==> images/final_congestion.png <==
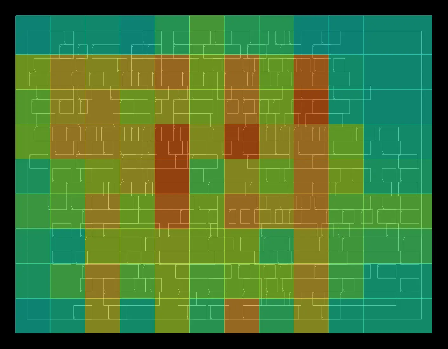
==> images/met1.png <==
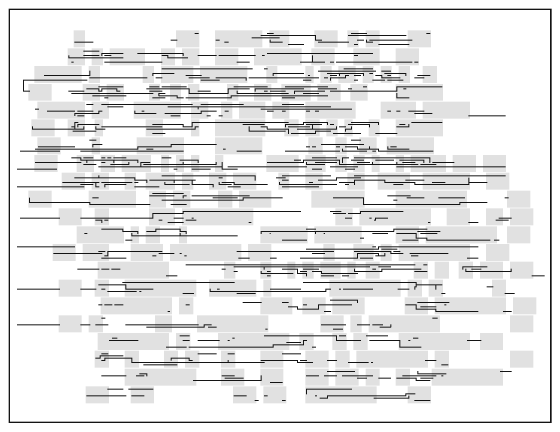
==> images/drive_strength.png <==
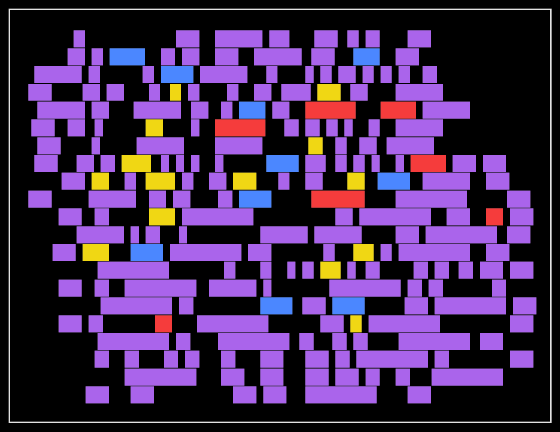
==> images/met2.png <==
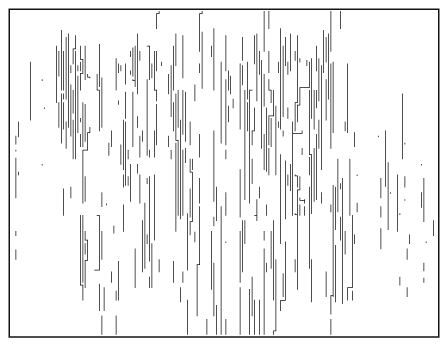
==> images/density.png <==
Bar = 20 um. 8 x 6 tiles, from dark blue (low) to red (high), 0 to 100% covered.
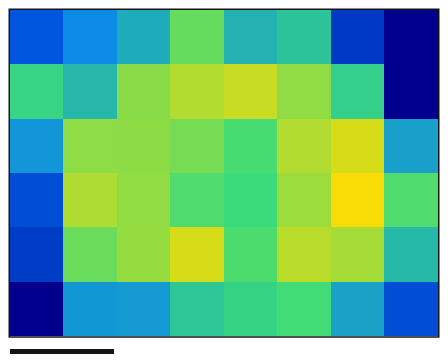
--- src/rtl/ctrl_pipe_stage.sv ---
// Multi-stage pipeline register for the decoded control word: stall, per-stage flush,
// per-stage valid bits, valid-gated field outputs and a saturating bubble counter.
module ctrl_pipe_stage #(
  parameter int CTRL_W   = 10,
  parameter int STAGES   = 2,
  parameter int MEMW_BIT = 3,
  parameter int BR_BIT   = 2,
  parameter logic [CTRL_W-1:0] BUBBLE = '0,
  parameter int CNT_W    = 16
) (
  input  logic              clk,
  input  logic              reset,
  input  logic [CTRL_W-1:0] ctrl_in,
  input  logic              valid_in,
  input  logic              stall,
  input  logic [STAGES-1:0] flush,
  output logic [CTRL_W-1:0] ctrl_out,
  output logic              valid_out,
  output logic              mem_write,
  output logic              branch_cond,
  output logic [STAGES-1:0] stage_valid,
  output logic [CNT_W-1:0]  bubble_cnt
);

  generate
    if (STAGES < 1 || STAGES > 4) begin : g_bad_stages
      $error("ctrl_pipe_stage: STAGES must be in 1..4");
    end
  endgenerate

  logic [CTRL_W-1:0] s_q    [STAGES];
  logic [CTRL_W-1:0] s_prev [STAGES];
  logic [STAGES-1:0] v_q;
  logic [STAGES-1:0] v_prev;
  logic [CNT_W-1:0]  cnt_q;
  logic              v_last_next;

  // s_prev/v_prev give each stage the word it would load when advancing (stage -1 = input).
  assign s_prev[0] = ctrl_in;
  assign v_prev[0] = valid_in;
  generate
    for (genvar k = 1; k < STAGES; k++) begin : g_prev
      assign s_prev[k] = s_q[k-1];
      assign v_prev[k] = v_q[k-1];
    end
  endgenerate

  always_comb begin
    v_last_next = v_prev[STAGES-1];
    if (flush[STAGES-1]) begin
      v_last_next = 1'b0;
    end else if (stall) begin
      v_last_next = v_q[STAGES-1];
    end
  end

  always_ff @(posedge clk) begin
    if (reset) begin
      for (int k = 0; k < STAGES; k++) begin
        s_q[k] <= BUBBLE;
      end
      v_q   <= '0;
      cnt_q <= '0;
    end else begin
      for (int k = 0; k < STAGES; k++) begin
        if (flush[k]) begin
          s_q[k] <= BUBBLE;
          v_q[k] <= 1'b0;
        end else if (!stall) begin
          s_q[k] <= s_prev[k];
          v_q[k] <= v_prev[k];
        end
      end
      // Counts every edge that leaves the last stage invalid, including stall-holds.
      if (!v_last_next && (cnt_q != {CNT_W{1'b1}})) begin
        cnt_q <= cnt_q + CNT_W'(1);
      end
    end
  end

  assign ctrl_out    = s_q[STAGES-1];
  assign valid_out   = v_q[STAGES-1];
  assign mem_write   = s_q[STAGES-1][MEMW_BIT] & v_q[STAGES-1];
  assign branch_cond = s_q[STAGES-1][BR_BIT] & v_q[STAGES-1];
  assign stage_valid = v_q;
  assign bubble_cnt  = cnt_q;

endmodule

--- config.mk ---
export PLATFORM = sky130hd
export DESIGN_NAME = ctrl_pipe_stage
export DESIGN_NICKNAME = d
export VERILOG_FILES = /design/src/rtl/ctrl_pipe_stage.sv
export SDC_FILE = /design/constraint.sdc
export NUM_CORES = 1
export LEC_CHECK = 0
export CELL_PAD_IN_SITES_DETAIL_PLACEMENT = 1
export CELL_PAD_IN_SITES_GLOBAL_PLACEMENT = 1
export CORE_ASPECT_RATIO = 0.75
export CORE_MARGIN = 2
export CORE_UTILIZATION = 39
export CTS_BUF_LIST = sky130_fd_sc_hd__clkbuf_4 sky130_fd_sc_hd__clkbuf_8
export CTS_CLUSTER_DIAMETER = 200
export DETAILED_ROUTE_END_ITERATION = 10
export GPL_TIMING_DRIVEN = 0
export HOLD_SLACK_MARGIN = 0.06
export PLACE_DENSITY_LB_ADDON = 0.25
export SLEW_MARGIN = 30
export SYNTH_ARGS = -nofsm -noshare
export SYNTH_HDL_FRONTEND = slang
export SYNTH_SLANG_ARGS = --single-unit
--- constraint.sdc ---
create_clock -name clk -period 2.27 [get_ports clk]
set_clock_uncertainty 0.05 [all_clocks]
set_input_delay 0.454 -clock clk [delete_from_list [all_inputs] [get_ports clk]]
set_output_delay 0.454 -clock clk [all_outputs]
set_load 0.02 [all_outputs]
==> results.ini <==
[finish]
area_growth_pct = 34.2
diodes = 0
postLayoutCellArea_sq_mm = 0.00242
fin_nets = 227
drive_above_1_share_pct = 14.7

[critical_path]
path_cells = clkdlybuf4s50_1 > mux2i_4 > nor2_2 > buf_6 > nor3_1 > mux2_4
cp-start-kind = primary input
crit_slowest_cell = clkdlybuf4s50_1
worstPathMaxFanout = 10
worst-path-buf-inv = 2
critical_path_class = in2reg
cpLargestDelayFamily = buffers and inverters
cp_slowest_stage_delay_ns = 0.60
cp.arrival_ns = 2.26
crit_required_ns = 2.40
critPathCaptureType = flip-flop

[final_timing]
rsz0062_at_grt = no
timing.slew.headroom_pct = 43.9
final.setup.tns_ns = 0
period_used_pct = 94.0
worst_pin_slew_ns = 0.836
slew_violations = 0
finalHoldViolCount = 0
fmax_ghz = 0.469
finalCriticalPeriod_ns = 2.13
setup_viol_count_final = 0

[global_route]
grt_pass1_wl_mm = 7.04
grt-ovfl-total = 0
grt_pass1_vias = 1408
grt_antenna_before_repair = 0
grtUsageTotal_pct = 18.7
grt_max_degree = 12

[synth]
ys_area_sq_mm = 0.00180
syn_inst = 157
syn_nets = 174
syn-cell-area_sq_mm = 0.00180
top_cells_by_area = edfxtp_1 33%, dfxtp_1 20%, and2_1 7.6%
top_area_share_pct = 33.3
yosys-stat-cells = 157
yosys-top-cells-count = 22 x and2_1, 20 x edfxtp_1, 18 x dfxtp_1
yosys.cell_types.count = 39
ys_seq_share_pct = 53.3
largest_area_cell = edfxtp_1
synthArstFlopShare_pct = 0
yosysMostFrequentCell = and2_1
yosys_warnings = 0
syn-mean-instance-area_sq_um = 11.5
ys_ff = 38
ys_dominant_reg_cell = edfxtp_1
edf_count = 20

[pwr]
p_sw_uw = 294
worst_ir_drop_vdd_mv = 0.309
p_clk_share_pct = 33.7
switching_share_pct = 22.1
power.leakage_nw = 0.879
power.density_mw_per_mm2 = 549
share_comb_of_total_power_pct = 9.2
seqPwrFrac_pct = 57.2
p_int_mw = 1.03

[place]
routabilityCongestion = 0.788
dpl-instance-area_sq_mm = 0.00234
hpwl_mm = 3.27
port_buffers = 46

[drt]
post_drt_wl_per_cell_um = 15.9
drt_pass1_iterations = 4
vias_per_cell = 5.19
drc = 0
ant_nets = 0
drt_iter0_drc = 57

[clock_tree]
clk_latency_ns = 0.29
postCtsResizedCells = 0
cts_setup_buffers = 0
cts_buffer_depth = 2
htreeDepth = 2
cts.clk_slew.worst_paths_ns = 0.07
numCtsBuffers = 5
cts_hold_buf = 0
tritoncts = done
clock_sinks = 38
cts-root-buf = clkbuf_8

[die]
ioPinCount = 47
die_area_sq_mm = 0.00519
fp-utilization_pct = 40.4
die_y_um = 62.9
core_area_sq_mm = 0.00447
rows = 21
fp.dieW_um = 82.5

[flow_run]
warnings = 26
drv_cap = 0

[outcome]
status = completed

[hold_path]
hold_path.class = reg2reg

-- final_congestion.png (at the start) --
busiest grt layer: met2
Finished Core Util: 54.2%
M3 GR Usage: 6.65%
GRT met2 Usage: 28.9%

-- met1.png (at the start) --
wire length on this layer: 2,010 um
nets with wire on the layer: 203
main direction: horizontal
share of all routed wire: 47%
longest straight run: 35.0 um
final WL: 4.27 mm
routed vias: 1,392

-- drive_strength.png (at the start) --
[yellow] drive 2 | cells: 14
[purple] drive 1 or less | cells: 180
[red] drive 3 to 4 | cells: 7
[blue] drive 6 and up | cells: 10

-- met2.png (at the start) --
share of all routed wire: 47%
wire length on this layer: 2,010 um
longest straight run: 24.6 um

-- density.png (at the start) --
fullest tile: 74%
nearly empty tiles: 6.2%
emptiest ninth of the die: upper right
mean over tiles: 45%

-- metal layers --
metal	vias to the layer above	track usage [%]	part of all wire (%)
met1	657	24.1	47
met3	5	6.65	4.4
met4	0	6.15	1.5
li1	698	-	-
met2	32	28.9	47
met5	-	0	0
-- cells by family after synthesis --
family,after synthesis,synth area share [%]
DFF,38,53.3
adders and majority gates,1,0.693
and+or+nand+nor,75,26.3
muxes,5,4.16
AOI/OAI and AO/OA,28,10.7
buffers and inverters,10,4.92
-- sequential cells by signal, summed over array words and instances (netlist names) --
| name | flops |
|---|---|
| s_q | 20 |
| bubble_cnt | 16 |
| stage_valid | 2 |
-- per-stage QoR --
step	instances	hold slack [ns]	power [mW]	setup slack [ns]	util, %
after detailed placement	260	0.455	0.898	-0.144	52.3
after CTS	268	0.472	1.35	0.159	54.2
after global routing	268	0.488	1.39	0.0531	54.2
after global placement	260	0.448	0.891	-0.103	52.3
after floorplan	157	0.447	0.826	0.515	-
final	268	0.469	1.33	0.137	54.2
-- power groups by stage --
stage / logic [mW] / registers, mW / clock network, mW
4_1_cts: 0.123 / 0.760 / 0.466
6_report: 0.122 / 0.759 / 0.447
3_3_place_gp: 0.119 / 0.772 / 0
2_1_floorplan: 0.0361 / 0.790 / 0
5_1_grt: 0.132 / 0.762 / 0.499
3_5_place_dp: 0.122 / 0.775 / 0
-- cell usage in the layout, fill, tap and decap left out, types with 5 or more instances in the layout --
cell / count
nor3_1: 7
nor2_1: 6
or4_1: 7
clkdlybuf4s50_1: 46
nor2b_1: 5
clkbuf_8: 7
a21oi_1: 10
edfxtp_1: 20
nand3_1: 6
dfxtp_1: 18
and2_1: 22
o31ai_1: 7
nand2_1: 6
-- final cells by class --
| cell class | count | area (sq um) |
|---|---|---|
| fillers | 477 | 2050 |
| flip-flops and latches | 38 | 961 |
| multi-input cells | 109 | 754 |
| repair buffers | 46 | 460 |
| plain buffers | 8 | 81.3 |
| clock buffers | 6 | 76.3 |
| well taps | 57 | 71.3 |
| clock inverters | 2 | 8.76 |
| inverters | 2 | 7.51 |
-- worst paths after layout --
check           startpoint            end  depth (start not counted)  slack (ns)
min reg2reg      s_q[0][7]      s_q[1][7]                          1        0.47
max reg2reg  bubble_cnt[0]  bubble_cnt[6]                          6        0.44
max                  stall  bubble_cnt[6]                          6        0.14
min              s_q[0][7]      s_q[1][7]                          1        0.47
Power is estimated from default activity; no workload was simulated.
